==> run_1/closeup.png <==
The bar under the picture is 10 um long. Region (24, 24) to (49, 49) um. Cells in gray, sequential cells in the stronger gray; small squares are vias.
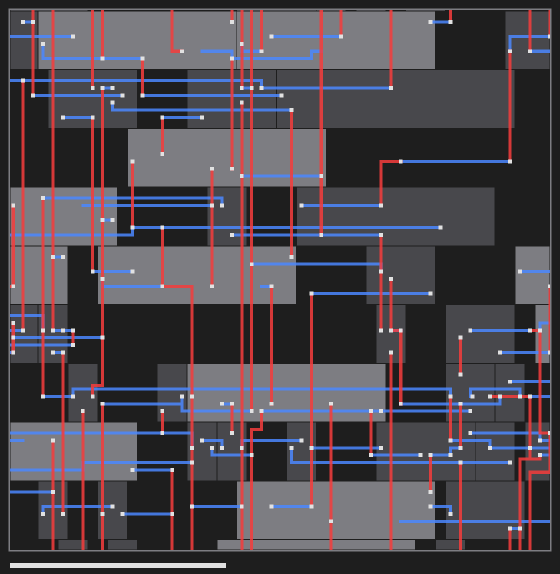
==> run_1/gates.png <==
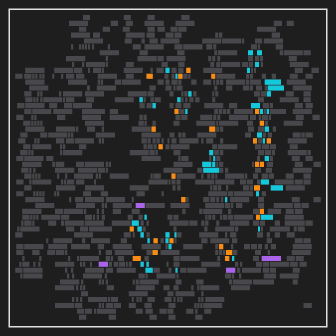
==> run_1/congestion_map.png <==
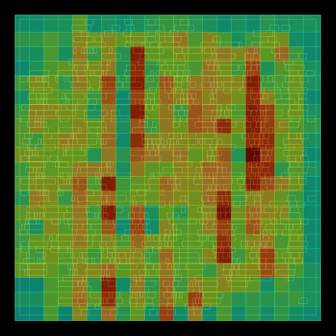
==> run_1/ff_map.png <==
The bar under the picture is 50 um long.
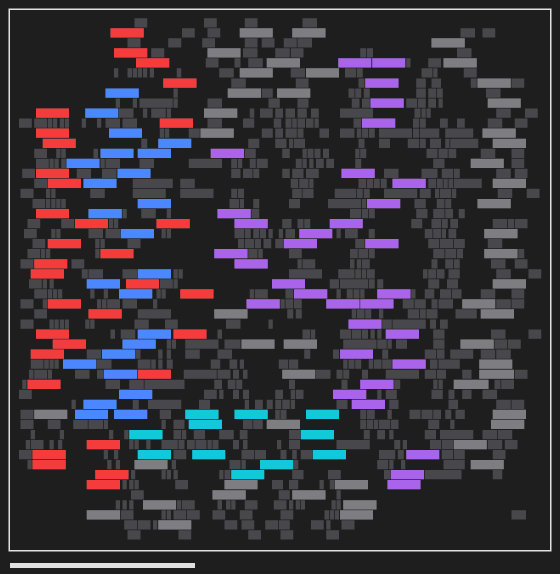
**src/rtl/program_loader.sv**
```systemverilog
// program_loader: streams a big-endian byte image into IM while holding the CPU in reset, then runs it for a fixed budget.
// Ports: clk/reset (async active-low); in_valid/in_ready/in_data/in_last byte stream; run_cycles budget;
// im_we/im_addr/im_wdata IM write port; cpu_reset/busy/done/error run status; word_count words written.
module program_loader #(
  parameter int ADDR_WIDTH = 10,
  parameter int DRAIN_CYCLES = 5
) (
  input  logic                  clk,
  input  logic                  reset,
  input  logic                  in_valid,
  output logic                  in_ready,
  input  logic [7:0]            in_data,
  input  logic                  in_last,
  input  logic [31:0]           run_cycles,
  output logic                  im_we,
  output logic [ADDR_WIDTH-1:0] im_addr,
  output logic [31:0]           im_wdata,
  output logic                  cpu_reset,
  output logic                  busy,
  output logic                  done,
  output logic                  error,
  output logic [ADDR_WIDTH:0]   word_count
);
  typedef enum logic [2:0] {LOAD, RELEASE, RUN, DONE, ERROR} state_t;
  state_t                state_q, state_d;
  logic [1:0]            byte_idx_q, byte_idx_d;
  logic [23:0]           asm_q, asm_d;
  logic [ADDR_WIDTH:0]   word_count_q, word_count_d;
  logic                  im_we_q, im_we_d;
  logic [ADDR_WIDTH-1:0] im_addr_q, im_addr_d;
  logic [31:0]           im_wdata_q, im_wdata_d;
  logic [31:0]           run_q, run_d;
  logic [32:0]           cnt_q, cnt_d;
  logic                  xfer;
  logic [32:0]           limit;
  assign in_ready   = state_q == LOAD;
  assign xfer       = in_valid & in_ready;
  // 33-bit sum so a budget of all-ones cannot wrap into a short run
  assign limit      = {1'b0, run_q} + 33'(DRAIN_CYCLES);
  assign cpu_reset  = state_q != RUN;
  assign busy       = state_q == RUN;
  assign done       = state_q == DONE;
  assign error      = state_q == ERROR;
  assign im_we      = im_we_q;
  assign im_addr    = im_addr_q;
  assign im_wdata   = im_wdata_q;
  assign word_count = word_count_q;
  always_comb begin
    state_d      = state_q;
    byte_idx_d   = byte_idx_q;
    asm_d        = asm_q;
    word_count_d = word_count_q;
    im_we_d      = 1'b0;
    im_addr_d    = im_addr_q;
    im_wdata_d   = im_wdata_q;
    run_d        = run_q;
    cnt_d        = cnt_q;
    case (state_q)
      LOAD: if (xfer) begin
        // the top bit of word_count set means IM is already full
        if (word_count_q[ADDR_WIDTH]) state_d = ERROR;
        else if (byte_idx_q == 2'd3) begin
          im_we_d      = 1'b1;
          im_addr_d    = word_count_q[ADDR_WIDTH-1:0];
          im_wdata_d   = {asm_q, in_data};
          word_count_d = word_count_q + 1'b1;
          byte_idx_d   = 2'd0;
          if (in_last) begin
            run_d   = run_cycles;
            state_d = RELEASE;
          end
        end else if (in_last) state_d = ERROR;
        else begin
          asm_d      = {asm_q[15:0], in_data};
          byte_idx_d = byte_idx_q + 2'd1;
        end
      end
      RELEASE: begin
        cnt_d   = '0;
        state_d = RUN;
      end
      RUN: begin
        cnt_d   = cnt_q + 33'd1;
        state_d = cnt_q == limit ? DONE : RUN;
      end
      default: ;
    endcase
  end
  always_ff @(posedge clk or negedge reset) begin
    if (!reset) begin
      state_q      <= LOAD;
      byte_idx_q   <= '0;
      asm_q        <= '0;
      word_count_q <= '0;
      im_we_q      <= 1'b0;
      im_addr_q    <= '0;
      im_wdata_q   <= '0;
      run_q        <= '0;
      cnt_q        <= '0;
    end else begin
      state_q      <= state_d;
      byte_idx_q   <= byte_idx_d;
      asm_q        <= asm_d;
      word_count_q <= word_count_d;
      im_we_q      <= im_we_d;
      im_addr_q    <= im_addr_d;
      im_wdata_q   <= im_wdata_d;
      run_q        <= run_d;
      cnt_q        <= cnt_d;
    end
  end
endmodule

```
**config.mk**
```make
export PLATFORM = sky130hd
export DESIGN_NAME = program_loader
export DESIGN_NICKNAME = d
export VERILOG_FILES = /design/src/rtl/program_loader.sv
export SDC_FILE = /design/constraint.sdc
export NUM_CORES = 1
export LEC_CHECK = 0
export CAP_MARGIN = 25
export CORE_MARGIN = 2
export CORE_UTILIZATION = 35
export DETAILED_ROUTE_END_ITERATION = 16
export GPL_TIMING_DRIVEN = 0
export PLACE_DENSITY_LB_ADDON = 0.1
export SYNTH_ARGS = -nofsm -noshare
export SYNTH_HDL_FRONTEND = slang
export SYNTH_SLANG_ARGS = --single-unit
```
**constraint.sdc**
```tcl
create_clock -name clk -period 2.5 [get_ports clk]
set_input_delay 0.5 -clock clk [delete_from_list [all_inputs] [get_ports clk]]
set_output_delay 0.5 -clock clk [all_outputs]
set_load 0.05 [all_outputs]
```
==> reports/results.txt, run 1 <==
Status - completed
Leak - 4.29 nW
Die area - 21400 um2
Yosys stat area - 7080 um2
Dpl ws - -0.520 ns
Die Span Y - 146 um
Number of synthesized register bits - 148
Area of placed instances - 8470 um2
Async S/R FF share, synth - 100%
Most frequent logic cells in the routed design - nand2_1 (167), dfrtp_1 (146), clkdlybuf4s50_1 (96), mux2_2 (57), nand3_1 (42)
Vias in the first global route - 5902
First-pass detailed-route iteration total - 4
Initial Util - 35.3%
Avg Cell Area, Syn - 10.1 um2
Post-Synthesis Cells - 704
Max Cap Violations - 0
GR Util All Layers - 17.4%
Dpl cells - 1077
Power Total - 5.19 mW
WP data required - 2.83 ns
Register-to-register setup slack - 0.06 ns
RR Endpoint - state_q[0]$_DFFE_PN0P_
Crit start category - register
Final ANT Viol Nets - 0
Bufs on Longest Clock Path - 2
Synth top area share - 52.3%
Share of cells above drive strength 1 - 16.9%
Root buf cell - clkbuf_16
Syn. warnings - 0
Log Warnings - 27
Worst path bufs/invs - 1
CTS tree - done
Routed wire length - 17.6 mm
Commonest non-fill, non-tap cell in the layout - nand2_1
Crit Path Class - register to register
Drt wl/cell - 15.8 um
Slew HR - 59.7%
Worst-skew pair later-pin latency - 0.43 ns
Count of final setup violators - 0
Core area - 20000 um2
Cells along the critical path - buf_4 -> a21oi_4 -> nor2_1 -> xor2_1 -> or3_1 -> o2bb2ai_1 -> nor4_2 -> o2111ai_2 -> o21ai_2
Min Clock Period, post-route - 2.44 ns
Pwr/cell area - 559 nW/um2
Layout net count - 879
Worst path top cell family by delay - AND-OR/OR-AND gates
Placer Congestion - 0.812
Clock transition at path regs - 0.07 ns
Worst vdd ir - 0.461 mV
Syn Nets - 752
Post-route setup TNS - 0 ns
Ant diodes - 0
Main flop type - dfrtp_1
Initial drt markers - 265
Ys cells - 704
Worst setup EP type - register
Wire length of the first global-routing pass - 29.9 mm
Fmax - 0.409 GHz
Slew Limit Fails - 0
DR vias/cell - 4.99
R2R depth - 9
Post-layout util - 46.3%
Crit Path Max Fanout - 3
Tally of non-filler cells in the final layout - 1114
Distinct lib cells used - 54
Slew @ Worst Pin - 0.599 ns
Worst R2R Start - run_q[1]$_DFFE_PN0P_
Unrepaired setup endpoints after global routing - yes
Worst Setup SP - run_q[1]$_DFFE_PN0P_
Global route overflow - 0
Worst path depth - 9
Clock Skews - 0.0116 ns
Synth-to-layout area growth - 31.0%
# clock sinks - 148
Hold_ws - 0.0412 ns
Area leader, netlist - dfrtp_1
Worst hold-check path type - input port to async pin
# port buffers - 102
Initial antenna violation count - 0
Worst path max stage delay - 0.43 ns
Top-count cell post-synth - nand2_1
CTS H-tree depth - 4
Die span in x - 146 um
Final Hold Viols - 0
Worst EP arrival - 2.78 ns
Largest net degree at the start of global routing - 95
Critical Path Sink - state_q[0]$_DFFE_PN0P_
About closeup.png:
Red marks M2. Blue marks M1.
31 logic cells have their middle in the window. Sequential cells in the window: 8. Most frequent: nand2_1 (9), dfrtp_1 (8). Netlist names of flops here include asm_q (4), im_wdata (2), word_count (2).

About gates.png:
Cyan marks nor cells, cells 46, most used nor2_1. Orange marks and/or cells, cells 27, most used and3_1. Purple marks fa/ha/maj cells, cells 4, most used ha_1.

About congestion_map.png:
global routing's busiest layer: met2
met3 Use GR: 4.59%
met2 usage: 29.7%
met1 Track Usage GR: 21.3%

About ff_map.png:
Cyan marks word_count, placed flops 11, where south. Purple marks cnt_q, placed flops 33. Red marks im_wdata, placed flops 32, where a vertical strip on the left. Blue marks asm_q, placed flops 24.

## run 1: where the power goes
group	internal [mW]	leakage, nW	switching (mW)
Sequential	2.39	2.05	0
Combinational	0.0642	1.93	0.0595
Clock	1.53	0.304	1.15
## run 1: flip-flops by register name, indices dropped and copies added, names as in the netlist
| name | count |
|---|---|
| cnt_q | 33 |
| im_addr | 10 |
| asm_q | 24 |
| run_q | 32 |
| byte_idx_q | 2 |
| word_count | 11 |
| im_we | 1 |
| state_q | 3 |
| im_wdata | 32 |
## run 1: cell type report
cell class                      instances  area [um2]
Clock buffer                           17         425
Clock inverter                         15         188
Tap cell                              270         338
Inverter                               11        41.3
Multi-Input combinational cell        512        3330
Buffer                                 31         159
Timing Repair Buffer                  110        1090
Fill cell                            1915       10800
Sequential cell                       148        3710
## run 1: what timing repair did
item,in CTS,in global routing
gates resized,31,17
setup endpoints to repair,38,68
hold buffers,0,0
pin swaps,9,2
buffers inserted,7,0
## run 1: logic make-up (layout without fill, tap and decap cells)
family                     count (synthesis)  count (layout)  share of synthesized area (%)
and+or+nand+nor                          313             313                           20.9
adders and majority gates                  4               4                          0.707
buffers and inverters                     44             184                           2.72
muxes                                     62              62                           9.77
DFF                                      148             148                           52.3
AOI/OAI and AO/OA                         82              82                           7.31
xor gates and xnor gates                  51              51                           6.31
## run 1: routing by layer
layer  up-vias  share of wire, %  global-route usage [%]
met5         -                 0                       0
met4         0               1.9                    6.70
met3        23               4.3                    4.59
li1       2712                 -                       -
met1      2714                43                    21.3
met2       106                50                    29.7
==> run_1/port_trees.png <==
The bar under the picture is 50 um long.
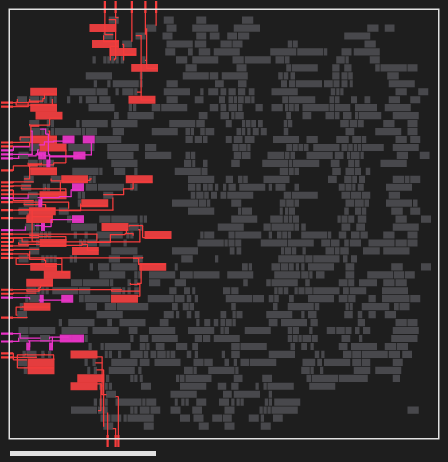

--- run 2 (diff from run 1) ---
CORE_UTILIZATION = 40   (was 35)
==> run_2/port_trees.png <==
The bar under the picture is 50 um long.
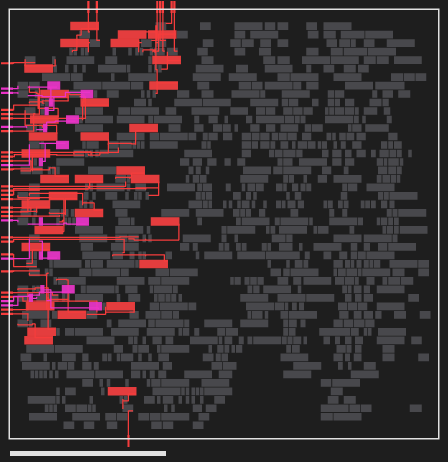
Red marks im_wdata, bits 32, direction output, end cells 32, buffers 32, wire 1100 um. Magenta marks in_data, bits 8, direction input, end cells 16, buffers 8, wire 197 um.

==> run_2/closeup.png <==
The bar under the picture is 10 um long. Region (22, 22) to (47, 47) um. Cells in gray, sequential cells in the stronger gray; small squares are vias.
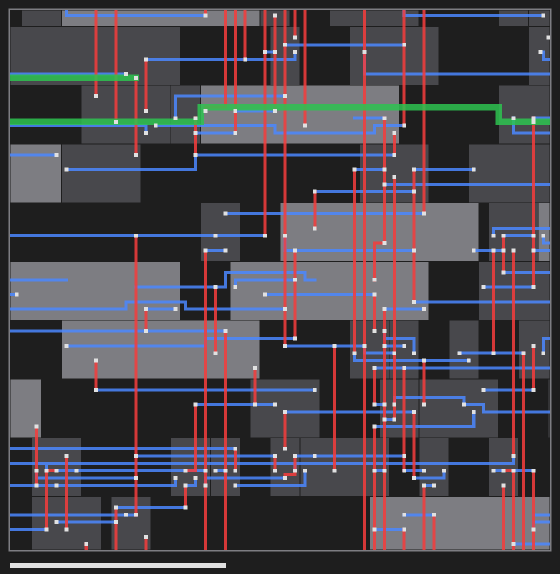
Green marks M3. Blue marks M1. Red marks M2.
Most frequent: nand2_1 (6), dfrtp_1 (6), xnor2_1 (3). Netlist names of flops here include word_count (4). 33 logic cells have their middle in the window. Sequential cells in the window: 6.

==> run_2/congestion_map.png <==
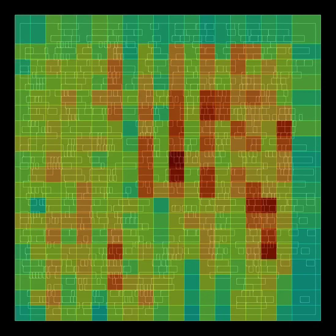
met3 Use GR: 5.70%
drt wl/cell: 16.6 um
met2 usage: 33.3%
met1 Track Usage GR: 24.5%
post-layout util: 53.1%

==> run 2 against run 1 <==
The run now ends with negative setup slack left; via count is 1.4% higher; highest routed layer unchanged; sequential share of layout area is 0.43 points higher; flip-flop count unchanged; first-iteration DRC count up 20%; cell area down 1.1%.
==> reports/results.txt, run 2 <==
Internal power - 3.97 mW (-0.42%)
DR vias/cell - 5.27 (+5.7%)
Number of clock-tree buffers in the layout - 18 (+1)
Post-Synthesis Cells - 704 (unchanged)
Switching share of power - 22.0% (-1.2 points)
Ant diodes - 0 (unchanged)
Final Hold Viols - 0 (unchanged)
Top-count cell post-synth - nand2_1
Core area - 17300 um2 (-14%)
Comb gate area - 3290 um2 (-1.0%)
Worst vdd ir - 0.382 mV (-17%)
Distinct lib cells used - 54 (unchanged)
Ys cells - 704 (unchanged)
Post-route setup slack - -0.0980 ns
Hold_ws - 0.140 ns (+0.0986 ns)
R2R depth - 8 (-1)
Cells along the critical path - nand4_4 -> nor4_4 -> nand3_1 -> nor4_1 -> o211ai_1 -> a21oi_1 -> o2111ai_1 -> o21ai_1
Root buf cell - clkbuf_16
Number of synthesized register bits - 148 (unchanged)
Synth-to-layout area growth - 29.6%
Worst EP arrival - 2.93 ns (+0.15 ns)
Placer Congestion - 0.790 (-2.6%)
Hold-fix buffers at CTS - 0 (unchanged)
Failing checks - negative setup slack
# port buffers - 102 (unchanged)
Count of final setup violators - 1 (+1)
Crit start category - register
Register area - 3700 um2 (about the same)
#MultiIn Comb - 512 (unchanged)
Tally of non-filler cells in the final layout - 1069 (-4.0%)
Final ANT Viol Nets - 0 (unchanged)
Largest net degree at the start of global routing - 84 (-12%)
Worst-skew pair later-pin latency - 0.42 ns (about the same)
Crit Path Max Fanout - 6 (+3)
Dpl cells - 1032 (-4.2%)
Seq area share - 40.4% (+0.43 points)
Initial antenna violation count - 0 (unchanged)
Initial drt markers - 318 (+20%)
CTS tree - done
Log Warnings - 27 (unchanged)
Pwr/cell area - 555 nW/um2 (-0.84%)
# clock sinks - 148 (unchanged)
Worst path bufs/invs - 0 (-1)
CTS H-tree depth - 4 (unchanged)
Post-CTS sizing - 19 (-39%)
Largest Pwr Group - clock
Worst setup EP type - register
WP data required - 2.83 ns (about the same)
Unrepaired setup endpoints after global routing - yes
Status - finished with violations
Worst R2R Start - run_q[14]$_DFFE_PN0P_
Slew HR - 47.0% (-13 points)
Combinational Power Share - 2.4% (about the same)
Number of setup buffers added after CTS - 6 (-1)
Seq_cells - 148 (unchanged)
Avg Cell Area, Syn - 10.1 um2 (unchanged)
Share of cells above drive strength 1 - 16.5% (-0.47 points)
Seq pwr share - 47.1% (+1.0 points)
Worst hold-check path type - input port to async pin
Synth top area share - 52.3% (unchanged)
Max Cap Violations - 0 (unchanged)
Die span in x - 137 um (-6.3%)
Area leader, netlist - dfrtp_1
First-pass detailed-route iteration total - 4 (unchanged)
Routed wire length - 17.7 mm (+0.29%)
Die area - 18800 um2 (-12%)
Worst path max stage delay - 0.50 ns (+0.07 ns)
Min Clock Period, post-route - 2.60 ns (+0.154 ns)
Largest Register - cnt_q
Layout net count - 880 (+0.11%)
Leak - 4.28 nW (-0.21%)
Die Span Y - 137 um (-6.3%)
Fmax - 0.385 GHz (-5.9%)
Clock Skews - 0.0102 ns (-0.00145 ns)
Comb area share - 35.9% (about the same)
Area of placed instances - 8410 um2 (-0.66%)
[run 2: worst max-delay path by stage]
| stage | from | slack (ns) | cells after the start | end |
|---|---|---|---|---|
| 2_1_floorplan | state_q[0]$_DFFE_PN0P_ | 0.06 | 10 | cnt_q[22]$_DFFE_PN0N_ |
| 3_3_place_gp | reset | -5.00 | 1 | im_wdata[12]$_DFFE_PN0P_ |
| 3_5_place_dp | in_valid | -0.46 | 9 | run_q[22]$_DFFE_PN0P_ |
| 4_1_cts | state_q[0]$_DFFE_PN0P_ | 0.002 | 3 | in_ready |
| 5_1_grt | run_q[0]$_DFFE_PN0P_ | -0.12 | 10 | state_q[0]$_DFFE_PN0P_ |
| 6_report | run_q[14]$_DFFE_PN0P_ | -0.1 | 8 | state_q[0]$_DFFE_PN0P_ |
[run 2: logic make-up (layout without fill, tap and decap cells)]
| logic type | Yosys count | in the layout | synth area share (%) |
|---|---|---|---|
| fa+ha+maj | 4 | 4 | 0.707 |
| flops | 148 | 148 | 52.3 |
| simple gates | 313 | 313 | 20.9 |
| xor+xnor | 51 | 51 | 6.31 |
| mux | 62 | 62 | 9.77 |
| buf+inv | 44 | 184 | 2.72 |
| compound gates | 82 | 82 | 7.31 |
[run 2: through the flow]
step	setup TNS (ns)	power, mW	worst slack [ns]
final	-0.0980	5.09	-0.0980
after global routing	-0.138	5.27	-0.123
after CTS	0	5.14	0.00222
after detailed placement	-26.08	2.57	-0.456
after global placement	-762.74	2.56	-5.00
after floorplan	0	2.44	0.0604
[run 2: per-layer routing]
| layer | global-route usage (%) | routed length, um | vias to the layer above |
|---|---|---|---|
| met3 | 5.70 | 851 | 16 |
| met2 | 33.3 | 8940 | 107 |
| li1 | - | - | 2725 |
| met5 | 0 | 0 | - |
| met1 | 24.5 | 7640 | 2785 |
| met4 | 5.90 | 264 | 0 |
Power and IR drop assume default switching activity.
